$ cat src/rtl/mm_pkg.sv
`default_nettype none
// ----------------------------------------------------------------------------
// mm_pkg : state encoding, width defaults and width check for mm_core_param
// Rev 1.0
// ----------------------------------------------------------------------------
package mm_pkg;

  localparam int DEF_DATA_W    = 16;
  localparam int DEF_ACC_W     = 32;
  localparam int DEF_ADDR_W    = 16;
  localparam int DEF_DIM_W     = 8;
  localparam int DEF_MAX_N     = 16;
  localparam int DEF_NUM_CORES = 4;

  typedef enum logic [3:0] {
    S_IDLE  = 4'd0,
    S_SETUP = 4'd1,
    S_RD_A  = 4'd2,
    S_WA    = 4'd3,
    S_RD_B  = 4'd4,
    S_WB    = 4'd5,
    S_WR    = 4'd6,
    S_NEXT  = 4'd7,
    S_DONE  = 4'd8
  } mm_state_e;

  // The accumulator must hold a full product without losing bits.
  function automatic bit acc_w_ok(input int data_w, input int acc_w);
    return acc_w >= 2 * data_w;
  endfunction

endpackage
`default_nettype wire

$ cat src/rtl/mm_core_param_if.sv
`default_nettype none
// ----------------------------------------------------------------------------
// mm_core_param_if : single-port data-memory request/grant bus
// Rev 1.0
// ----------------------------------------------------------------------------
interface mm_core_param_if #(
  parameter int ADDR_W = 16,
  parameter int DATA_W = 16
);
  logic              rd;
  logic              wr;
  logic [ADDR_W-1:0] addr;
  logic [DATA_W-1:0] wdata;
  logic              gnt;
  logic [DATA_W-1:0] rdata;

  modport master (output rd, wr, addr, wdata, input gnt, rdata);
  modport slave  (input rd, wr, addr, wdata, output gnt, rdata);
endinterface
`default_nettype wire

$ cat src/rtl/mm_mac_unit.sv
`default_nettype none
// ----------------------------------------------------------------------------
// mm_mac_unit : unsigned multiply-accumulate register with overflow flag
// Rev 1.0
// ----------------------------------------------------------------------------
module mm_mac_unit #(
  parameter int DATA_W = 16,
  parameter int ACC_W  = 32
) (
  input  logic              clk,
  input  logic              RESET_n,
  input  logic              clr,
  input  logic              en,
  input  logic [DATA_W-1:0] a,
  input  logic [DATA_W-1:0] b,
  output logic [DATA_W-1:0] res,
  output logic              ovf
);

  logic [ACC_W-1:0] acc_q, acc_d;

  always_comb begin
    acc_d = acc_q;
    if (clr) begin
      acc_d = '0;
    end else if (en) begin
      acc_d = acc_q + ACC_W'(a) * ACC_W'(b);
    end
  end

  always_ff @(posedge clk or negedge RESET_n) begin
    if (!RESET_n) begin
      acc_q <= '0;
    end else begin
      acc_q <= acc_d;
    end
  end

  assign res = acc_q[DATA_W-1:0];
  assign ovf = |acc_q[ACC_W-1:DATA_W];

endmodule
`default_nettype wire

$ cat src/rtl/mm_core_param.sv
`default_nettype none
// ----------------------------------------------------------------------------
// mm_core_param : hard-wired C = A*B core computing rows CORE_ID, +NUM_CORES, ...
// Rev 1.0
// ----------------------------------------------------------------------------
module mm_core_param
  import mm_pkg::*;
#(
  parameter int DATA_W    = DEF_DATA_W,
  parameter int ACC_W     = DEF_ACC_W,
  parameter int ADDR_W    = DEF_ADDR_W,
  parameter int DIM_W     = DEF_DIM_W,
  parameter int MAX_N     = DEF_MAX_N,
  parameter int NUM_CORES = DEF_NUM_CORES,
  parameter int CORE_ID   = 0
) (
  input  logic              clk,
  input  logic              RESET_n,
  input  logic              start,
  input  logic [DIM_W-1:0]  n,
  input  logic [ADDR_W-1:0] a_base,
  input  logic [ADDR_W-1:0] b_base,
  input  logic [ADDR_W-1:0] c_base,
  mm_core_param_if.master   mem,
  output logic              busy,
  output logic              done,
  output logic              ovf,
  output logic              err
);

  if (!acc_w_ok(DATA_W, ACC_W)) begin : g_acc_w_check
    $error("mm_core_param: ACC_W must be at least 2*DATA_W");
  end

  localparam logic [DIM_W:0]    CORE_I = (DIM_W+1)'(CORE_ID);
  localparam logic [DIM_W:0]    NC_I   = (DIM_W+1)'(NUM_CORES);
  localparam logic [ADDR_W-1:0] CORE_A = ADDR_W'(CORE_ID);
  localparam logic [ADDR_W-1:0] NC_A   = ADDR_W'(NUM_CORES);
  localparam logic [DIM_W-1:0]  MAX_D  = DIM_W'(MAX_N);

  mm_state_e         state_q, state_d;
  logic [DIM_W-1:0]  n_q, n_d;
  logic [ADDR_W-1:0] a_base_q, a_base_d, b_base_q, b_base_d, c_base_q, c_base_d;
  logic [DIM_W:0]    i_q, i_d;
  logic [DIM_W-1:0]  j_q, j_d, k_q, k_d;
  logic [ADDR_W-1:0] a_row_q, a_row_d, a_ptr_q, a_ptr_d, b_ptr_q, b_ptr_d;
  logic [ADDR_W-1:0] c_row_q, c_row_d, stride_q, stride_d;
  logic [DATA_W-1:0] a_reg_q, a_reg_d;
  logic              ovf_q, ovf_d, err_q, err_d;

  logic              mac_clr, mac_en, mac_ovf;
  logic [DATA_W-1:0] mac_res;
  logic [DIM_W-1:0]  j_inc, k_inc;
  logic [DIM_W:0]    i_inc, n_ext;
  logic [ADDR_W-1:0] mem_addr_w;

  assign j_inc = j_q + 1'b1;
  assign k_inc = k_q + 1'b1;
  assign i_inc = i_q + NC_I;
  assign n_ext = {1'b0, n_q};

  mm_mac_unit #(.DATA_W(DATA_W), .ACC_W(ACC_W)) u_mac (
    .clk     (clk),
    .RESET_n (RESET_n),
    .clr     (mac_clr),
    .en      (mac_en),
    .a       (a_reg_q),
    .b       (mem.rdata),
    .res     (mac_res),
    .ovf     (mac_ovf)
  );

  always_comb begin
    state_d  = state_q;
    n_d      = n_q;
    a_base_d = a_base_q;
    b_base_d = b_base_q;
    c_base_d = c_base_q;
    i_d      = i_q;
    j_d      = j_q;
    k_d      = k_q;
    a_row_d  = a_row_q;
    a_ptr_d  = a_ptr_q;
    b_ptr_d  = b_ptr_q;
    c_row_d  = c_row_q;
    stride_d = stride_q;
    a_reg_d  = a_reg_q;
    ovf_d    = ovf_q;
    err_d    = err_q;
    mac_clr  = 1'b0;
    mac_en   = 1'b0;
    case (state_q)
      S_IDLE: begin
        if (start) begin
          n_d      = n;
          a_base_d = a_base;
          b_base_d = b_base;
          c_base_d = c_base;
          ovf_d    = 1'b0;
          err_d    = 1'b0;
          state_d  = S_SETUP;
        end
      end
      S_SETUP: begin
        if (n_q > MAX_D) begin
          err_d   = 1'b1;
          state_d = S_DONE;
        end else if (n_q == '0 || CORE_I >= n_ext) begin
          state_d = S_DONE;
        end else begin
          i_d      = CORE_I;
          j_d      = '0;
          k_d      = '0;
          mac_clr  = 1'b1;
          a_row_d  = a_base_q + CORE_A * ADDR_W'(n_q);
          a_ptr_d  = a_base_q + CORE_A * ADDR_W'(n_q);
          b_ptr_d  = b_base_q;
          c_row_d  = c_base_q + CORE_A * ADDR_W'(n_q);
          stride_d = NC_A * ADDR_W'(n_q);
          state_d  = S_RD_A;
        end
      end
      S_RD_A: if (mem.gnt) state_d = S_RD_B == S_RD_B ? S_WA : S_WA;
      S_WA: begin
        a_reg_d = mem.rdata;
        state_d = S_RD_B;
      end
      S_RD_B: if (mem.gnt) state_d = S_WB;
      S_WB: begin
        mac_en  = 1'b1;
        k_d     = k_inc;
        a_ptr_d = a_ptr_q + 1'b1;
        b_ptr_d = b_ptr_q + ADDR_W'(n_q);
        state_d = (k_inc == n_q) ? S_WR : S_RD_A;
      end
      S_WR: begin
        if (mem.gnt) begin
          ovf_d   = ovf_q | mac_ovf;
          state_d = S_NEXT;
        end
      end
      S_NEXT: begin
        mac_clr = 1'b1;
        k_d     = '0;
        // Column pointer of B restarts at the new j; A restarts at its row.
        if (j_inc == n_q) begin
          j_d     = '0;
          i_d     = i_inc;
          a_row_d = a_row_q + stride_q;
          a_ptr_d = a_row_q + stride_q;
          c_row_d = c_row_q + stride_q;
          b_ptr_d = b_base_q;
          state_d = (i_inc >= n_ext) ? S_DONE : S_RD_A;
        end else begin
          j_d     = j_inc;
          a_ptr_d = a_row_q;
          b_ptr_d = b_base_q + ADDR_W'(j_inc);
          state_d = S_RD_A;
        end
      end
      S_DONE:  state_d = S_IDLE;
      default: state_d = S_IDLE;
    endcase
  end

  always_ff @(posedge clk or negedge RESET_n) begin
    if (!RESET_n) begin
      state_q  <= S_IDLE;
      n_q      <= '0;
      a_base_q <= '0;
      b_base_q <= '0;
      c_base_q <= '0;
      i_q      <= '0;
      j_q      <= '0;
      k_q      <= '0;
      a_row_q  <= '0;
      a_ptr_q  <= '0;
      b_ptr_q  <= '0;
      c_row_q  <= '0;
      stride_q <= '0;
      a_reg_q  <= '0;
      ovf_q    <= 1'b0;
      err_q    <= 1'b0;
    end else begin
      state_q  <= state_d;
      n_q      <= n_d;
      a_base_q <= a_base_d;
      b_base_q <= b_base_d;
      c_base_q <= c_base_d;
      i_q      <= i_d;
      j_q      <= j_d;
      k_q      <= k_d;
      a_row_q  <= a_row_d;
      a_ptr_q  <= a_ptr_d;
      b_ptr_q  <= b_ptr_d;
      c_row_q  <= c_row_d;
      stride_q <= stride_d;
      a_reg_q  <= a_reg_d;
      ovf_q    <= ovf_d;
      err_q    <= err_d;
    end
  end

  // Bus outputs decode from state only, so an async reset drops them at once.
  always_comb begin
    mem_addr_w = '0;
    case (state_q)
      S_RD_A:  mem_addr_w = a_ptr_q;
      S_RD_B:  mem_addr_w = b_ptr_q;
      S_WR:    mem_addr_w = c_row_q + ADDR_W'(j_q);
      default: mem_addr_w = '0;
    endcase
  end

  assign mem.rd    = (state_q == S_RD_A) || (state_q == S_RD_B);
  assign mem.wr    = (state_q == S_WR);
  assign mem.addr  = mem_addr_w;
  assign mem.wdata = (state_q == S_WR) ? mac_res : '0;
  assign busy      = (state_q != S_IDLE);
  assign done      = (state_q == S_DONE);
  assign ovf       = ovf_q;
  assign err       = err_q;

endmodule
`default_nettype wire
$ cat src/flat_wrapper.sv
// flat-port wrapper written by rule: the top's interface ports become plain ports
module mm_core_param_flat import mm_pkg::*;
#(
  parameter int DATA_W    = DEF_DATA_W,
  parameter int ACC_W     = DEF_ACC_W,
  parameter int ADDR_W    = DEF_ADDR_W,
  parameter int DIM_W     = DEF_DIM_W,
  parameter int MAX_N     = DEF_MAX_N,
  parameter int NUM_CORES = DEF_NUM_CORES,
  parameter int CORE_ID   = 0
)
  (clk, RESET_n, start, n, a_base, b_base, c_base, busy, done, ovf, err, mem_rd, mem_wr, mem_addr, mem_wdata, mem_gnt, mem_rdata);
  mm_core_param_if #(.ADDR_W(ADDR_W), .DATA_W(DATA_W)) mem_i ();
  input  logic clk;
  input  logic RESET_n;
  input  logic start;
  input  logic [DIM_W-1:0] n;
  input  logic [ADDR_W-1:0] a_base;
  input  logic [ADDR_W-1:0] b_base;
  input  logic [ADDR_W-1:0] c_base;
  output logic busy;
  output logic done;
  output logic ovf;
  output logic err;
  output wire logic [$bits(mem_i.rd)-1:0] mem_rd;
  output wire logic [$bits(mem_i.wr)-1:0] mem_wr;
  output wire logic [$bits(mem_i.addr)-1:0] mem_addr;
  output wire logic [$bits(mem_i.wdata)-1:0] mem_wdata;
  input wire logic [$bits(mem_i.gnt)-1:0] mem_gnt;
  input wire logic [$bits(mem_i.rdata)-1:0] mem_rdata;
  assign mem_rd = mem_i.rd;
  assign mem_wr = mem_i.wr;
  assign mem_addr = mem_i.addr;
  assign mem_wdata = mem_i.wdata;
  assign mem_i.gnt = mem_gnt;
  assign mem_i.rdata = mem_rdata;
  mm_core_param #(.DATA_W(DATA_W), .ACC_W(ACC_W), .ADDR_W(ADDR_W), .DIM_W(DIM_W), .MAX_N(MAX_N), .NUM_CORES(NUM_CORES), .CORE_ID(CORE_ID)) u_core (.clk(clk), .RESET_n(RESET_n), .start(start), .n(n), .a_base(a_base), .b_base(b_base), .c_base(c_base), .mem(mem_i), .busy(busy), .done(done), .ovf(ovf), .err(err));
endmodule
$ cat config.mk
export PLATFORM = sky130hd
export DESIGN_NAME = mm_core_param_flat
export DESIGN_NICKNAME = d
export VERILOG_FILES = /design/src/rtl/mm_pkg.sv /design/src/rtl/mm_core_param_if.sv /design/src/rtl/mm_mac_unit.sv /design/src/rtl/mm_core_param.sv /design/src/flat_wrapper.sv
export SDC_FILE = /design/constraint.sdc
export NUM_CORES = 1
export LEC_CHECK = 0
export CORE_MARGIN = 2
export CORE_UTILIZATION = 25
export DETAILED_ROUTE_END_ITERATION = 10
export PLACE_DENSITY = 0.39
export SYNTH_ARGS = -nofsm -noshare
export SYNTH_HDL_FRONTEND = slang
export SYNTH_SLANG_ARGS = --single-unit
$ cat constraint.sdc
create_clock -name clk -period 17.3 [get_ports clk]
set_clock_uncertainty 0.15 [all_clocks]
set_input_delay 3.46 -clock clk [delete_from_list [all_inputs] [get_ports clk]]
set_output_delay 3.46 -clock clk [all_outputs]
set_load 0.05 [all_outputs]
run_1/cell_classes.png
Scale: 1 px per um. Fill, decap, tap and diode cells in grey.
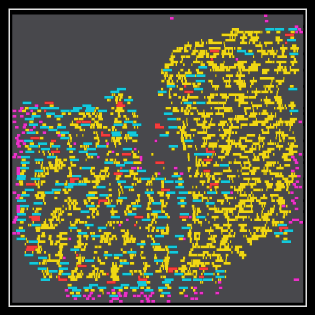
legend:
  yellow:
    class: all other logic
    cells: 2045
    share_of_their_area: 68%
  red:
    class: clock drivers and dummy loads
    cells: 56
    share_of_their_area: 4.4%
  cyan:
    class: flip-flops
    cells: 205
    share_of_their_area: 22%
  magenta:
    class: other buffers and delay cells
    cells: 136
    share_of_their_area: 5.6%

run_1/clock_map.png
Scale: 1.5 px per um.
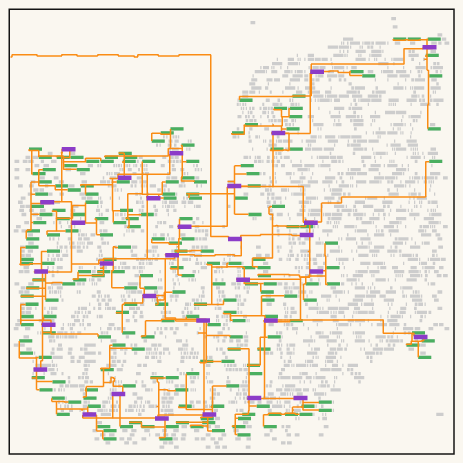
legend:
  orange:
    item: clock wires
    length: 4520 um
  green:
    item: flip-flops
    count: 205
  purple:
    item: cells driving clock nets
    count: 31
routed clock nets: 32

==> flow_results.org, run 1 <==
* Flow results

** Clock tree
- Clock tree synthesis selected as its root buffer the cell sky130_fd_sc_hd__clkbuf_16.
- For reference, the clock transition at the flip-flops on the worst setup and hold paths is 0.06 ns.

** Synth
- Adder-cell share of the synthesized area :: a little under a third
- The biggest area contributor in the post-synthesis netlist is sky130_fd_sc_hd__dfrtp_1.
- Synthesized area per cell :: about 9.0 um^2
- The Yosys step of the flow raised 0 warnings.
- Synth Register Bits :: 205
- Area share of xor/xnor cells in the synthesized design :: approximately 4.7%

** STA
- Per the timing report, the achievable frequency comes out to between 0.1 and 0.15 GHz.
- In the final report, the number of hold violations comes to 0.
- After layout, the worst setup slack is around 7.4 ns.

** Layout
- Number of fill cells :: ~9000
- Most flops, register :: u_core.u_mac.acc_q
- Layout net count :: 2874
- Total inserted antenna cells :: 0
- In the final layout, multi-input gates take up about three fifths of the cell area.
- By area, logic gates come first.
- The finished layout holds 3576 standard cells, fillers aside.
- Final cell utilization of the core :: between 20 and 30%
- Non-clock buffer total of the final layout :: between 100 and 150
- The clock network takes up 4.168% of total cell area after layout.
- Number of clock buffer instances in the layout :: approximately 42

** Floorplan
- The die is about 300 um wide.
- At the floorplan stage, the core utilization is reported as 25.33%.
- Floorplan core area :: 83820 um^2
- around 110 I/O pins were placed.

** Worst setup path
- STA classifies the critical path endpoint as a flip-flop.
- Looking at the critical path, the highest net fanout was 17.
- Type of origin of the critical path :: input port

** Detailed routing
- The routed wirelength on the met1 layer is recorded as around 33 mm.
- DRC marker count from the first detailed-route iteration :: ~790

** Global routing
- Largest net degree at the start of global routing :: 94
- The number of antenna violations at the first check in global routing was 1.
- Global routing consumed, on the met1 layer, between 20% and 30% of the routing resources.
- Met3 routing resource usage after global routing :: between 2 and 2.5%

** Placement
- At the placement stage, the worst setup path has a slack of 6.823 ns.

** Worst hold path
- Hold path cells :: 2

** Run status
- The run finished with clean final reports.
run_1/final_clocks.png
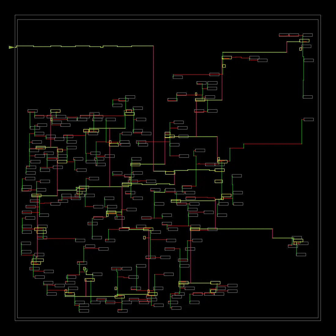
flip-flops: 205
total clock sinks: 205

run_1/met2.png
Scale: 1.5 px per um. Cells faint in the background.
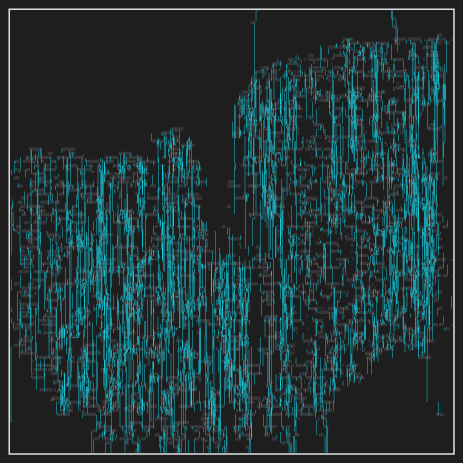

==> inputs of run 2 (changes only) <==
- PLACE_DENSITY: 0.39 -> 0.4
- clock period: 17.3 -> 8.4 ns (I/O delays scaled with it)
run_2/met2.png
Scale: 1.5 px per um. Cells faint in the background.
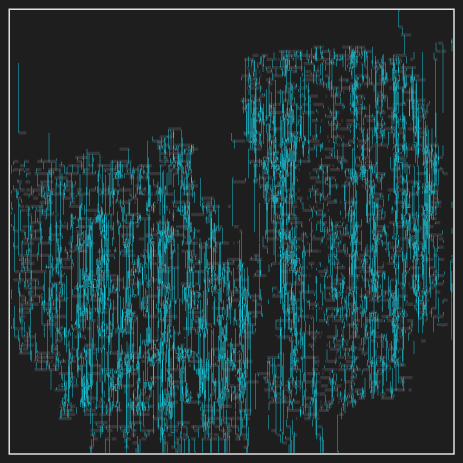
share of all routed wire: 46%
longest straight run: 105 um
main direction: vertical

run_2/clock_map.png
Scale: 1.5 px per um.
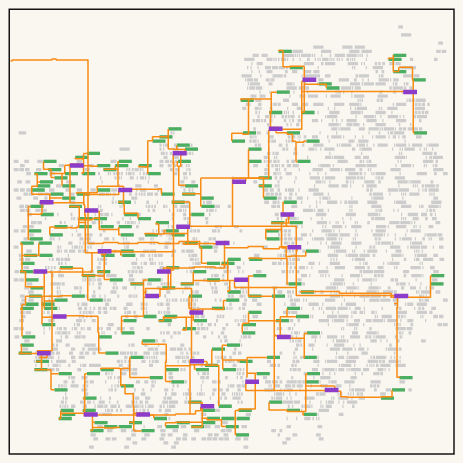
legend:
  orange:
    item: clock wires
    length: 4410 um
  green:
    item: flip-flops
    count: 205
  purple:
    item: cells driving clock nets
    count: 29
routed clock nets: 30

==> run 2 against run 1 <==
  * Global-route usage fell by 0.34 points
  * Utilization rose by 0.17 points
  * Critical path depth is 2 lower
  * Sequential share of layout area fell by 0.12 points
  * Setup slack lost 6.9 ns
  * Sequential cell count did not move
  * Design area up 0.57%
  * Clock-buffer cell count stayed put
  * Final cell count up 0.62%
  * First-iteration DRC count is 0.51% lower
  * Critical path type unchanged
  * Highest routed layer unchanged
==> flow_results.org, run 2 <==
* Flow results

** Run status
- Outcome :: finished, final reports clean

** Synth
- The number of storage elements in the synthesis netlist was 205 (unchanged).
- The xor/xnor share of the synthesized area is 4.684% (unchanged).
- Adder-cell share of the synthesized area :: 30.46% (unchanged)
- The yosys warning tally came to 0 (unchanged).
- Most used standard cell by instance count after synthesis :: sky130_fd_sc_hd__inv_1
- The cell type that accounts for the most area after synthesis is sky130_fd_sc_hd__dfrtp_1.
- Compound-Gate Fraction of Synth Area :: a little under an eighth

** Detailed routing
- The violation count after the first detailed-routing iteration came to 783 (-0.51%).
- The routed metal-1 wirelength was 31.80 mm (-2.9%).

** Layout
- Layout net count :: 2899 (+0.87%)
- Dominant class by area :: logic gates
- Total inserted antenna cells :: 0 (unchanged)
- Number of clock buffer instances in the layout :: 42 (unchanged)
- Logic gate fraction of the total cell area :: 57.75% (-0.35 points)
- Non-clock buffer total of the final layout :: 163 (+20%)
- Flip-flops :: 205 (unchanged)
- The number of inserted filler cells in the final layout is 8917 (-0.51%).
- Most flops, register :: u_core.u_mac.acc_q
- The relative area of clock buffers and inverters in the final design is 3.761% (-0.41 points).

** STA
- Final-report hold violation count :: 0 (unchanged)
- Post-route worst setup slack :: 0.4884 ns (-6.879 ns)

** Floorplan
- The die outline width was 295.4 um (unchanged).
- Top Ports :: 114 (unchanged)
- The core area was 83820 um^2 (unchanged).

** Clock tree
- Clock transition at the registers of the reported paths :: 0.06 ns (about the same)
- Total clock sinks :: 205 (unchanged)
- Buffers added to address setup during post-CTS repair amount to 0.

** Worst setup path
- STA classifies the critical path startpoint as an input port.
- Largest fanout on the critical path :: 9 (-8)
- Kind of capture point of the worst setup path :: flip-flop

** Global routing
- The maximum number of pins on one net before global-route repair came to 122 (+30%).
- The fraction of met1 tracks used by global routing was 22.04% (-0.62 points).

** Placement
- The worst setup slack before clock tree synthesis came to -0.06250 ns (-6.886 ns).

** Worst hold path
- Hold path cells :: 2 (unchanged)
